## src/rtl/xoodoo_perm_ctrl_if.sv

```systemverilog
// Command and word-stream handshake bundle for the Xoodoo permutation sequencer.
interface xoodoo_perm_ctrl_if;
  logic        cmd_valid;
  logic        cmd_ready;
  logic [1:0]  cmd_op;
  logic [3:0]  cmd_len;
  logic [31:0] cmd_domain;
  logic        cmd_domain_en;
  logic [63:0] in_data;
  logic        in_valid;
  logic        in_ready;
  logic [63:0] out_data;
  logic        out_valid;
  logic        out_ready;

  modport master (
    output cmd_valid, cmd_op, cmd_len, cmd_domain, cmd_domain_en,
    input  cmd_ready,
    output in_data, in_valid,
    input  in_ready,
    input  out_data, out_valid,
    output out_ready
  );

  modport slave (
    input  cmd_valid, cmd_op, cmd_len, cmd_domain, cmd_domain_en,
    output cmd_ready,
    input  in_data, in_valid,
    output in_ready,
    output out_data, out_valid,
    input  out_ready
  );
endinterface

```

## src/rtl/xoodoo_perm_ctrl.sv

```systemverilog
// Command sequencer for the two-share Xoodoo state register and round datapath.
// Optional macro XOODOO_PERM_CTRL_SQZ_UNMASK_EN: squeeze emits share0^share1 instead of both shares.
module xoodoo_perm_ctrl #(
  parameter int ROUNDS           = 12,
  parameter int CYCLES_PER_ROUND = 2
) (
  input  logic                 clk,
  input  logic                 rst,
  xoodoo_perm_ctrl_if.slave    bus,
  output logic                 reg_init,
  output logic                 reg_start,
  output logic                 reg_running,
  output logic [3:0]           reg_word_index,
  output logic                 reg_word_enable,
  output logic [63:0]          reg_word_in,
  output logic [31:0]          reg_domain,
  output logic                 reg_domain_enable,
  input  logic [63:0]          reg_word_out,
  output logic [3:0]           round_idx,
  output logic                 busy
);

  localparam int              TOTAL    = ROUNDS * CYCLES_PER_ROUND;
  localparam logic [5:0]      LAST_CYC = 6'(TOTAL - 1);
  localparam logic [5:0]      CPR      = 6'(CYCLES_PER_ROUND);

  typedef enum logic [2:0] {
    S_IDLE, S_INIT, S_ABSORB, S_DOMAIN, S_PERM, S_SQUEEZE
  } state_t;

  state_t      state, next_state;
  logic [3:0]  word_cnt, word_cnt_nxt;
  logic [5:0]  cyc_cnt, cyc_cnt_nxt;
  logic [3:0]  len_q;
  logic        dom_en_q;
  logic [31:0] domain_q;
  logic [3:0]  cmd_len_sat;

  function automatic logic [3:0] sat_len(input logic [3:0] l);
    return (l > 4'd12) ? 4'd12 : l;
  endfunction

  function automatic logic [63:0] sqz_word(input logic [63:0] w);
`ifdef XOODOO_PERM_CTRL_SQZ_UNMASK_EN
    return {32'd0, w[63:32] ^ w[31:0]};
`else
    return w;
`endif
  endfunction

  assign cmd_len_sat = sat_len(bus.cmd_len);

  always_ff @(posedge clk) begin
    if (rst) begin
      state    <= S_IDLE;
      word_cnt <= 4'd0;
      cyc_cnt  <= 6'd0;
      len_q    <= 4'd0;
      dom_en_q <= 1'b0;
    end else begin
      state    <= next_state;
      word_cnt <= word_cnt_nxt;
      cyc_cnt  <= cyc_cnt_nxt;
      if (state == S_IDLE && bus.cmd_valid) begin
        len_q    <= cmd_len_sat;
        dom_en_q <= bus.cmd_domain_en;
      end
    end
  end

  // Domain constant is pure data; it is only driven out while in DOMAIN.
  always_ff @(posedge clk) begin
    if (state == S_IDLE && bus.cmd_valid) domain_q <= bus.cmd_domain;
  end

  always_comb begin
    next_state        = state;
    word_cnt_nxt      = word_cnt;
    cyc_cnt_nxt       = cyc_cnt;
    bus.cmd_ready     = 1'b0;
    bus.in_ready      = 1'b0;
    bus.out_valid     = 1'b0;
    bus.out_data      = 64'd0;
    reg_init          = 1'b0;
    reg_start         = 1'b0;
    reg_running       = 1'b0;
    reg_word_index    = 4'd0;
    reg_word_enable   = 1'b0;
    reg_word_in       = 64'd0;
    reg_domain        = 32'd0;
    reg_domain_enable = 1'b0;
    round_idx         = 4'd0;

    case (state)
      S_IDLE: begin
        bus.cmd_ready = 1'b1;
        if (bus.cmd_valid) begin
          case (bus.cmd_op)
            2'd0: next_state = S_INIT;
            2'd1: begin
              if (cmd_len_sat == 4'd0)
                next_state = bus.cmd_domain_en ? S_DOMAIN : S_IDLE;
              else
                next_state = S_ABSORB;
            end
            2'd2: next_state = S_PERM;
            default: next_state = (cmd_len_sat == 4'd0) ? S_IDLE : S_SQUEEZE;
          endcase
        end
      end

      S_INIT: begin
        reg_init   = 1'b1;
        next_state = S_IDLE;
      end

      S_ABSORB: begin
        bus.in_ready   = 1'b1;
        reg_word_index = word_cnt;
        if (bus.in_valid) begin
          reg_word_enable = 1'b1;
          reg_word_in     = bus.in_data;
          if (word_cnt == len_q - 4'd1) begin
            word_cnt_nxt = 4'd0;
            next_state   = dom_en_q ? S_DOMAIN : S_IDLE;
          end else begin
            word_cnt_nxt = word_cnt + 4'd1;
          end
        end
      end

      S_DOMAIN: begin
        reg_domain_enable = 1'b1;
        reg_domain        = domain_q;
        next_state        = S_IDLE;
      end

      S_PERM: begin
        reg_start   = (cyc_cnt == 6'd0);
        reg_running = (cyc_cnt != 6'd0);
        round_idx   = 4'(cyc_cnt / CPR);
        if (cyc_cnt == LAST_CYC) begin
          cyc_cnt_nxt = 6'd0;
          next_state  = S_IDLE;
        end else begin
          cyc_cnt_nxt = cyc_cnt + 6'd1;
        end
      end

      S_SQUEEZE: begin
        bus.out_valid  = 1'b1;
        reg_word_index = word_cnt;
        // Register read mux is combinational on the index, so data holds while index holds.
        bus.out_data   = sqz_word(reg_word_out);
        if (bus.out_ready) begin
          if (word_cnt == len_q - 4'd1) begin
            word_cnt_nxt = 4'd0;
            next_state   = S_IDLE;
          end else begin
            word_cnt_nxt = word_cnt + 4'd1;
          end
        end
      end

      default: next_state = S_IDLE;
    endcase
  end

  assign busy = (state != S_IDLE);

endmodule

```

## src/flat_wrapper.sv

```systemverilog
// flat-port wrapper written by rule: the top's interface ports become plain ports
module xoodoo_perm_ctrl_flat 
#(
  parameter int ROUNDS           = 12,
  parameter int CYCLES_PER_ROUND = 2
)
  (clk, rst, reg_init, reg_start, reg_running, reg_word_index, reg_word_enable, reg_word_in, reg_domain, reg_domain_enable, reg_word_out, round_idx, busy, bus_cmd_valid, bus_cmd_op, bus_cmd_len, bus_cmd_domain, bus_cmd_domain_en, bus_cmd_ready, bus_in_data, bus_in_valid, bus_in_ready, bus_out_data, bus_out_valid, bus_out_ready);
  xoodoo_perm_ctrl_if bus_i ();
  input  logic clk;
  input  logic rst;
  output logic reg_init;
  output logic reg_start;
  output logic reg_running;
  output logic [3:0] reg_word_index;
  output logic reg_word_enable;
  output logic [63:0] reg_word_in;
  output logic [31:0] reg_domain;
  output logic reg_domain_enable;
  input  logic [63:0] reg_word_out;
  output logic [3:0] round_idx;
  output logic busy;
  input wire logic [$bits(bus_i.cmd_valid)-1:0] bus_cmd_valid;
  input wire logic [$bits(bus_i.cmd_op)-1:0] bus_cmd_op;
  input wire logic [$bits(bus_i.cmd_len)-1:0] bus_cmd_len;
  input wire logic [$bits(bus_i.cmd_domain)-1:0] bus_cmd_domain;
  input wire logic [$bits(bus_i.cmd_domain_en)-1:0] bus_cmd_domain_en;
  output wire logic [$bits(bus_i.cmd_ready)-1:0] bus_cmd_ready;
  input wire logic [$bits(bus_i.in_data)-1:0] bus_in_data;
  input wire logic [$bits(bus_i.in_valid)-1:0] bus_in_valid;
  output wire logic [$bits(bus_i.in_ready)-1:0] bus_in_ready;
  output wire logic [$bits(bus_i.out_data)-1:0] bus_out_data;
  output wire logic [$bits(bus_i.out_valid)-1:0] bus_out_valid;
  input wire logic [$bits(bus_i.out_ready)-1:0] bus_out_ready;
  assign bus_i.cmd_valid = bus_cmd_valid;
  assign bus_i.cmd_op = bus_cmd_op;
  assign bus_i.cmd_len = bus_cmd_len;
  assign bus_i.cmd_domain = bus_cmd_domain;
  assign bus_i.cmd_domain_en = bus_cmd_domain_en;
  assign bus_cmd_ready = bus_i.cmd_ready;
  assign bus_i.in_data = bus_in_data;
  assign bus_i.in_valid = bus_in_valid;
  assign bus_in_ready = bus_i.in_ready;
  assign bus_out_data = bus_i.out_data;
  assign bus_out_valid = bus_i.out_valid;
  assign bus_i.out_ready = bus_out_ready;
  xoodoo_perm_ctrl #(.ROUNDS(ROUNDS), .CYCLES_PER_ROUND(CYCLES_PER_ROUND)) u_core (.clk(clk), .rst(rst), .bus(bus_i), .reg_init(reg_init), .reg_start(reg_start), .reg_running(reg_running), .reg_word_index(reg_word_index), .reg_word_enable(reg_word_enable), .reg_word_in(reg_word_in), .reg_domain(reg_domain), .reg_domain_enable(reg_domain_enable), .reg_word_out(reg_word_out), .round_idx(round_idx), .busy(busy));
endmodule
```

## config.mk

```make
export PLATFORM = sky130hd
export DESIGN_NAME = xoodoo_perm_ctrl_flat
export DESIGN_NICKNAME = d
export VERILOG_FILES = /design/src/rtl/xoodoo_perm_ctrl_if.sv /design/src/rtl/xoodoo_perm_ctrl.sv /design/src/flat_wrapper.sv
export SDC_FILE = /design/constraint.sdc
export NUM_CORES = 1
export LEC_CHECK = 0
export CAP_MARGIN = 25
export CELL_PAD_IN_SITES_DETAIL_PLACEMENT = 0
export CELL_PAD_IN_SITES_GLOBAL_PLACEMENT = 2
export CORE_UTILIZATION = 14
export DETAILED_ROUTE_END_ITERATION = 12
export GPL_ROUTABILITY_DRIVEN = 1
export HOLD_SLACK_MARGIN = 0.06
export PLACE_DENSITY = 0.89
export SLEW_MARGIN = 5
export SYNTH_ARGS = -nofsm -noshare
export SYNTH_HDL_FRONTEND = slang
export SYNTH_SLANG_ARGS = --single-unit
```

## constraint.sdc

```tcl
create_clock -name clk -period 4.7 [get_ports clk]
set_clock_uncertainty 0.1 [all_clocks]
set_input_delay 0.705 -clock clk [delete_from_list [all_inputs] [get_ports clk]]
set_output_delay 0.705 -clock clk [all_outputs]
set_load 0.03 [all_outputs]
```

==> qor.txt, run 1 <==
Seq pwr share -> 30.6%
Power Combinational -> 0.00114 W
unrepaired setup endpoints after global routing -> no
max_slew headroom -> 53.6%
chip area -> 23000 sq um
Hold Startpoint -> u_core.dom_en_q$_SDFFE_PP0P_
Pwr top -> combinational logic
Leak -> 2.58 nW
DRT antenna net count -> 0
Comb pwr share -> 53.3%
GRT Overall Usage -> 12.3%
grt peak-use layer -> met2
met2 WL -> 6840 microns
Total Power -> 0.00214 W
r2r setup slk -> 2.30 ns
top comb family, area -> simple AND/OR/NAND/NOR gates
Iteration-0 DRC Markers -> 96
maximum clock rate -> 276 MHz
Clock transition at path regs -> 0.06 ns
DP Area -> 6920 sq um
Synth cell types -> 36
GRT overflow -> 0
crit path time final -> 3.63 ns
yosys stat cell total -> 352
CTS sink cnt -> 50
post-CTS setup buffer count -> 0
R2R depth -> 5
TritonCTS clock tree -> built
Mapped Nets -> 528
yosys adder share -> 1.60%
routed wire length -> 15100 microns
status -> finished, final reports clean
Net Sw Frac -> 39.5%
metal3 WL -> 2050 microns
total CTS buffers -> 5
hold_ws -> 0.362 ns
Hold EP -> u_core.dom_en_q$_SDFFE_PP0P_
pwr/cell area -> 303 nW/um^2
most common cell in the netlist -> and2_1
Final Hold Fails -> 0
vias in the first global route -> 3558
post-synthesis register bit count -> 50
Compound-Gate Fraction of Synth Area -> 4.39%
synth cell count leaders -> and2_1 (167), edfxtp_1 (32), clkbuf_1 (19), dfxtp_1 (18), nand2_1 (17)
syn_area_per_cell -> 8.90 sq um
placed cells -> 963
DRC -> 0
Setup-failing EPs final -> 0
max-slew violations -> 0
first-pass GRT wire length -> 21200 microns
post-cts resize count -> 0
hpwl dp -> 12600 microns
Final Cycle Share -> 77.2%
initial antenna violation count -> 1
Setup CP Type -> in2out
area growth from synthesis to layout -> 125%
YS warnings -> 0
Final GP Congestion -> 0.772
Max Root-Sink Buffers -> 2
FP Core Util -> 14.3%
crit path launch -> bus_in_valid
and+or+nand+nor area frac -> 43.5%
tool warnings -> 27
non-filler instance count after layout -> 971
Critical Path AT -> 2.82 ns
mux share -> 0.639%
met1 usage -> 14.8%
# fillers -> 2333
antenna diode count -> 0
GR Layer Usage met3 -> 6.53%
[run 1: layout make-up]
type | instances | area share (%)
inverter | 11 | 0.585
clock buffer | 5 | 1.77
multi-input combinational | 270 | 23.9
sequential | 50 | 18.7
timing repair buffer | 352 | 49.8
clock inverter | 3 | 0.230
tap | 280 | 4.96
[run 1: sequential cells by signal, indices dropped and copies added, names as in the netlist]
register	flops
u_core.state	3
u_core.domain_q	32
u_core.len_q	4
u_core.cyc_cnt	6
u_core.dom_en_q	1
u_core.word_cnt	4
[run 1: worst max-delay path: stages]
cell and delay [ns]:
clkdlybuf4s50_1 0.49, and4bb_2 0.23, buf_4 0.43, and2_1 0.21, clkdlybuf4s50_1 0.73
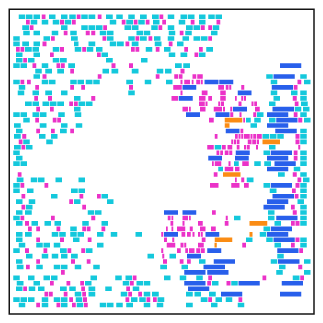
**Above:** run 1 (cell classes on the final placement).
Drawn at 2 px/micron.
legend:
  flops:
    colour: blue
    cells: 50
  clock drivers and dummy loads:
    colour: orange
    cells: 8
  combinational and other logic:
    colour: magenta
    cells: 281
  other buffers and delay cells:
    colour: cyan
    cells: 352
Finished Cell Area: 7060 sq um
Rows: 54
Core Util, Final: 32.2%
core area: 21900 sq um
Seq/total area: 18.7%

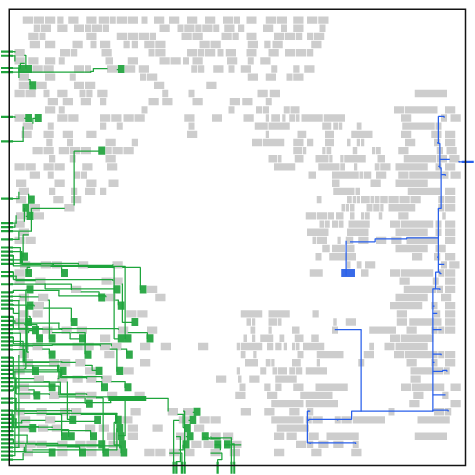
**Above:** run 1 (port wiring).
Drawn at 3 px/micron.
legend:
  bus_in_data:
    colour: green
    bits: 64
    direction: input
    end_cells: 64
    buffers: 64
    wire: 1710 microns
  reg_domain_enable:
    colour: blue
    bits: 1
    direction: output
    end_cells: 1
    buffers: 2
    wire: 292 microns
PortBufs: 348
Ports: 349

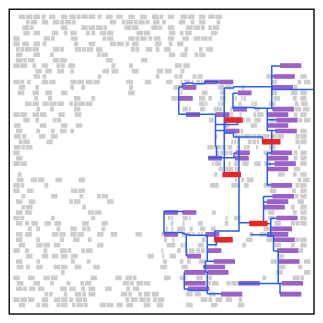
**Above:** run 1 (clock distribution).
Drawn at 2 px/micron.
legend:
  flip-flops:
    colour: purple
    count: 50
  clock wires:
    colour: blue
    length: 644 microns
  clock drivers:
    colour: red
    count: 5
routed clock nets: 6
clk latency late pin: 0.29 ns
Clock power frac: 16.1%
P_clk: 0.000345 W

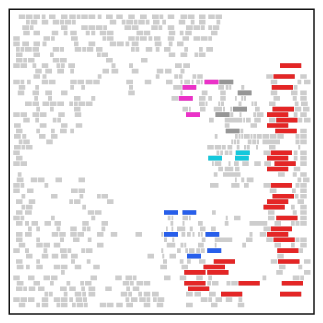
**Above:** run 1 (where the registers sit).
Drawn at 2 px/micron.
legend:
  u_core.cyc_cnt:
    colour: blue
    placed_flops: 6
    where: bottom middle
  u_core.word_cnt:
    colour: magenta
    placed_flops: 4
    where: top middle
  u_core.domain_q:
    colour: red
    placed_flops: 32
  u_core.state:
    colour: cyan
    placed_flops: 3
Sequential Area: 1320 sq um
Seq. pwr: 0.000654 W

**Run 1: cell outlines without signal wires**

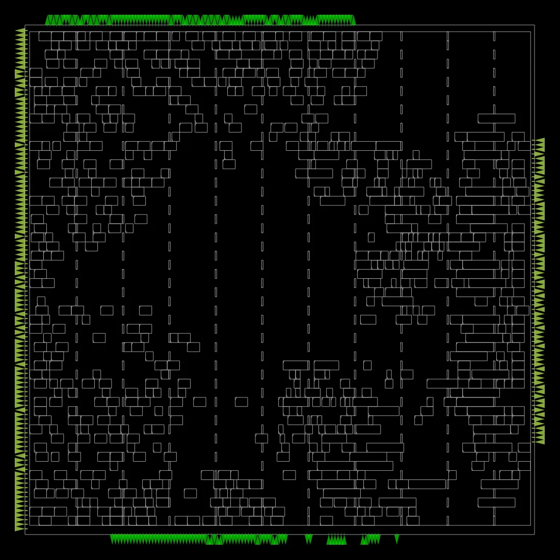

--- run 2 (diff from run 1) ---
CORE_UTILIZATION = 12   (was 14)
PLACE_DENSITY = 0.81   (was 0.89)
clock period = 3.2 ns   (was 4.7 ns; I/O delays follow)
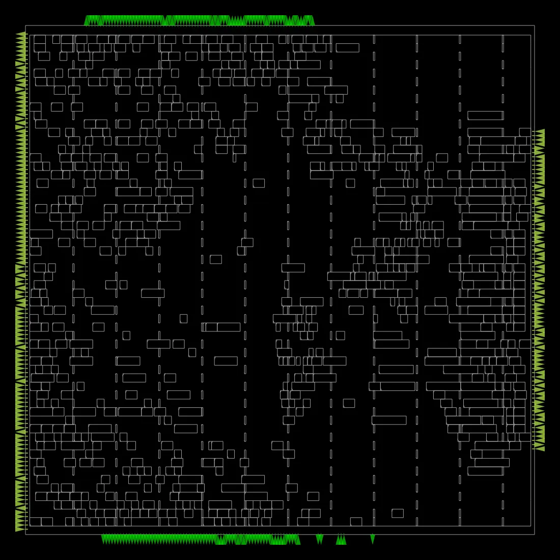
**Above:** run 2 (cell outlines without signal wires).
layout sequential cell count: 50
# fillers: 2699
Rows: 58
Seq/total area: 17.8%

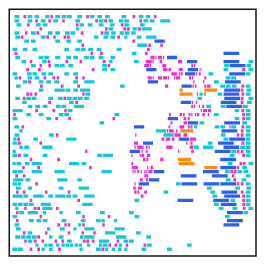
**Above:** run 2 (cell classes on the final placement).
Drawn at 1.5 px/micron.
legend:
  flops:
    colour: blue
    cells: 50
  clock drivers and dummy loads:
    colour: orange
    cells: 8
  other buffers and delay cells:
    colour: cyan
    cells: 353
  combinational and other logic:
    colour: magenta
    cells: 281
core area: 25400 sq um
Finished Cell Area: 7440 sq um
Core Util, Final: 29.3%

==> run 2 against run 1 <==
  * Routed wire length is 21% higher
  * Largest power group unchanged
  * Sequential cell count stayed put
  * Worst hold slack better by 0.015 ns
  * Clock power is 73% higher
  * Highest routed layer is now met4
  * Critical endpoint is now bus_out_data[49]
==> qor.txt, run 2 <==
Ports -> 349
PortBufs -> 348
Synth cell types -> 36
non-filler instance count after layout -> 1025
synth cell count leaders -> and2_1 (167), edfxtp_1 (32), clkbuf_1 (19), dfxtp_1 (18), nand2_1 (17)
DRT antenna net count -> 0
top comb family, area -> simple AND/OR/NAND/NOR gates
Pwr top -> combinational logic
DRC -> 0
GRT Overall Usage -> 13.0%
Max Root-Sink Buffers -> 2
status -> finished, final reports clean
total CTS buffers -> 5
syn_area_per_cell -> 8.90 sq um
Power Combinational -> 0.00185 W
post-CTS setup buffer count -> 0
most common cell in the netlist -> and2_1
unrepaired setup endpoints after global routing -> no
max reg flops -> 32
Regs by FF count -> u_core.domain_q x32, u_core.cyc_cnt x6
Final Hold Fails -> 0
Hold EP -> u_core.len_q[3]$_SDFFE_PP0P_
Seq. pwr -> 0.000964 W
Setup-failing EPs final -> 0
initial antenna violation count -> 5
chip area -> 26800 sq um
max-slew violations -> 0
DP Area -> 7270 sq um
Total Power -> 0.00341 W
mux share -> 0.639%
Net Sw Frac -> 38.5%
yosys adder share -> 1.60%
Biggest register -> u_core.domain_q
met1 usage -> 14.8%
and+or+nand+nor area frac -> 43.5%
Leak -> 2.85 nW
GR Layer Usage met3 -> 6.22%
grt peak-use layer -> met2
crit path launch -> u_core.state[0]$_SDFFE_PP0P_
Critical Path AT -> 2.29 ns
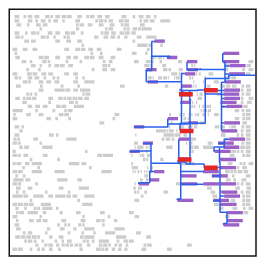
**Above:** run 2 (clock distribution).
Drawn at 1.5 px/micron.
legend:
  clock drivers:
    colour: red
    count: 5
  flip-flops:
    colour: purple
    count: 50
  clock wires:
    colour: blue
    length: 709 microns
routed clock nets: 6
P_clk: 0.000598 W
Clock power frac: 17.5%

==> run 2: metal layers <==
| layer | share of wire (%) | vias to the layer above |
|---|---|---|
| met1 | 39 | 1634 |
| met5 | 0 | - |
| li1 | - | 1813 |
| met3 | 12 | 11 |
| met4 | 0.61 | 0 |
| met2 | 48 | 208 |
==> run 2: cell type report <==
type,count,area (sq um)
repair buffers,353,3800
fillers,2699,18000
clock inverters,2,37.5
clock buffers,6,129
flip-flops and latches,50,1320
diodes,3,7.51
inverters,11,41.3
multi-input cells,270,1690
well taps,330,413
==> run 2: critical path, stage by stage (launching register included) <==
cell and delay, ns:
dfxtp_1 0.54, and3b_2 0.28, buf_12 0.22, and2_1 0.18, clkdlybuf4s50_1 0.73
--- run 3 (diff from run 2) ---
CTS_CLUSTER_DIAMETER = 80   (was not set)
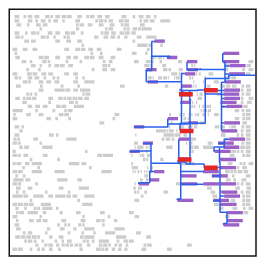
**Above:** run 3 (clock distribution).
Drawn at 1.5 px/micron.
legend:
  flip-flops:
    colour: purple
    count: 50
  clock drivers:
    colour: red
    count: 5
  clock wires:
    colour: blue
    length: 709 microns
routed clock nets: 6

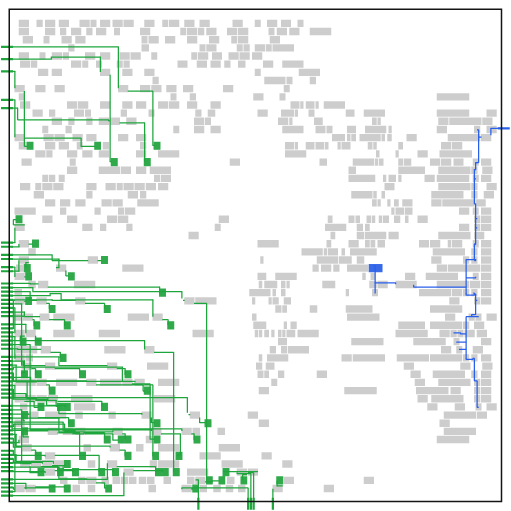
**Above:** run 3 (port wiring).
Drawn at 3 px/micron.
legend:
  bus_in_data:
    colour: green
    bits: 64
    direction: input
    end_cells: 64
    buffers: 64
    wire: 2110 microns
  reg_domain_enable:
    colour: blue
    bits: 1
    direction: output
    end_cells: 1
    buffers: 2
    wire: 171 microns

==> run 3 against run 2 <==
  * Synthesized cell count unchanged
  * Worst setup slack unchanged
  * Cell area did not move
  * Sequential cell count did not move
  * Via count unchanged
  * Global-route usage unchanged
  * Routed wire length unchanged
  * Power is the same
==> qor.txt, run 3 <==
PortBufs -> 348
Max Root-Sink Buffers -> 2
yosys stat cell total -> 352
GRT overflow -> 0
Clock transition at path regs -> 0.07 ns
DRT antenna net count -> 0
Leak -> 2.85 nW
layout sequential cell count -> 50
post-CTS setup buffer count -> 0
Net Sw Frac -> 38.5%
R2R depth -> 6
Iteration-0 DRC Markers -> 146
unrepaired setup endpoints after global routing -> no
Power Combinational -> 0.00185 W
vias in the first global route -> 3586
# fillers -> 2699
Ports -> 349
crit path launch -> u_core.state[0]$_SDFFE_PP0P_
max-slew violations -> 0
placed cells -> 1014
clock buffers -> 6
maximum clock rate -> 348 MHz
r2r setup slk -> 0.89 ns
area growth from synthesis to layout -> 138%
NonClk Buf Share -> 51.1%
Setup CP Type -> reg2out
crit path DRT -> 2.62 ns
Final GP Congestion -> 0.791
Critical Path AT -> 2.29 ns
DP Area -> 7270 sq um
Biggest register -> u_core.domain_q
chip area -> 26800 sq um
Post-synth EDFFs -> 32
clk cell area share -> 2.24%
Final Hold Fails -> 0
Mapped Nets -> 528
YS warnings -> 0
max reg flops -> 32
post-synthesis register bit count -> 50
Seq. pwr -> 0.000964 W
Final Cycle Share -> 89.8%
setup slack after layout -> 0.327 ns
hold_ws -> 0.376 ns
P_clk -> 0.000598 W
Setup-failing EPs final -> 0
crit path time final -> 2.87 ns
Finished Cell Area -> 7440 sq um
Pwr top -> combinational logic
hpwl dp -> 15600 microns
Non-clk invs -> 11
first-pass GRT wire length -> 25100 microns
Comb pwr share -> 54.2%
Die Y -> 164 microns
Clock power frac -> 17.5%
post-cts resize count -> 0
and+or+nand+nor area frac -> 43.5%
routed wire length -> 18300 microns
GRT Overall Usage -> 13.0%
syn_area_per_cell -> 8.90 sq um
Comb/total area -> 22.7%
non-filler instance count after layout -> 1025
core area -> 25400 sq um
yosys adder share -> 1.60%
well tap count -> 330
dominant kind of cell by area -> buffers
Plain + repair buffers -> 353
antenna diode count -> 3
total CTS buffers -> 5
CTS sink cnt -> 50
mux share -> 0.639%
Core Util, Final -> 29.3%
Sequential Area -> 1320 sq um
TritonCTS clock tree -> built
most common cell in the netlist -> and2_1
clk latency late pin -> 0.29 ns
DRC -> 0
status -> finished, final reports clean
Seq pwr share -> 28.3%
top comb family, area -> simple AND/OR/NAND/NOR gates
Rows -> 58
Synth cell types -> 36
VDD IR max -> 0.335 mV
tool warnings -> 27
pwr/cell area -> 458 nW/um^2
Hold EP -> u_core.len_q[3]$_SDFFE_PP0P_
initial antenna violation count -> 5
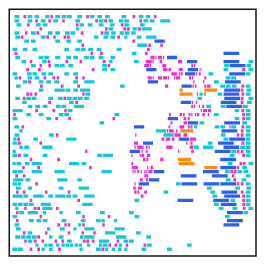
**Above:** run 3 (cell classes on the final placement).
Drawn at 1.5 px/micron.
legend:
  flops:
    colour: blue
    cells: 50
  combinational and other logic:
    colour: magenta
    cells: 281
  clock drivers and dummy loads:
    colour: orange
    cells: 8
  other buffers and delay cells:
    colour: cyan
    cells: 353

[run 3: worst max-delay path by stage]
stage	end	cells after the start
floorplan	u_core.domain_q[0]$_DFFE_PP_	4
global placement	bus_out_data[56]	4
detailed placement	bus_out_data[46]	4
CTS	bus_out_data[2]	4
global route	bus_out_data[56]	4
finish	bus_out_data[49]	4
[run 3: critical path, stage by stage (launching register included)]
cell             delay [ns]
dfxtp_1                0.54
and3b_2                0.28
buf_12                 0.22
and2_1                 0.18
clkdlybuf4s50_1        0.73
[run 3: layer usage]
metal / global-route usage [%] / vias to the layer above / wire length (microns)
met5: 0 / - / 0
met4: 1.52 / 0 / 111
met3: 6.22 / 11 / 2240
met2: 22.3 / 208 / 8820
met1: 14.8 / 1634 / 7090
li1: - / 1813 / -
No activity file was given, so power comes from the tool's default toggle rates.
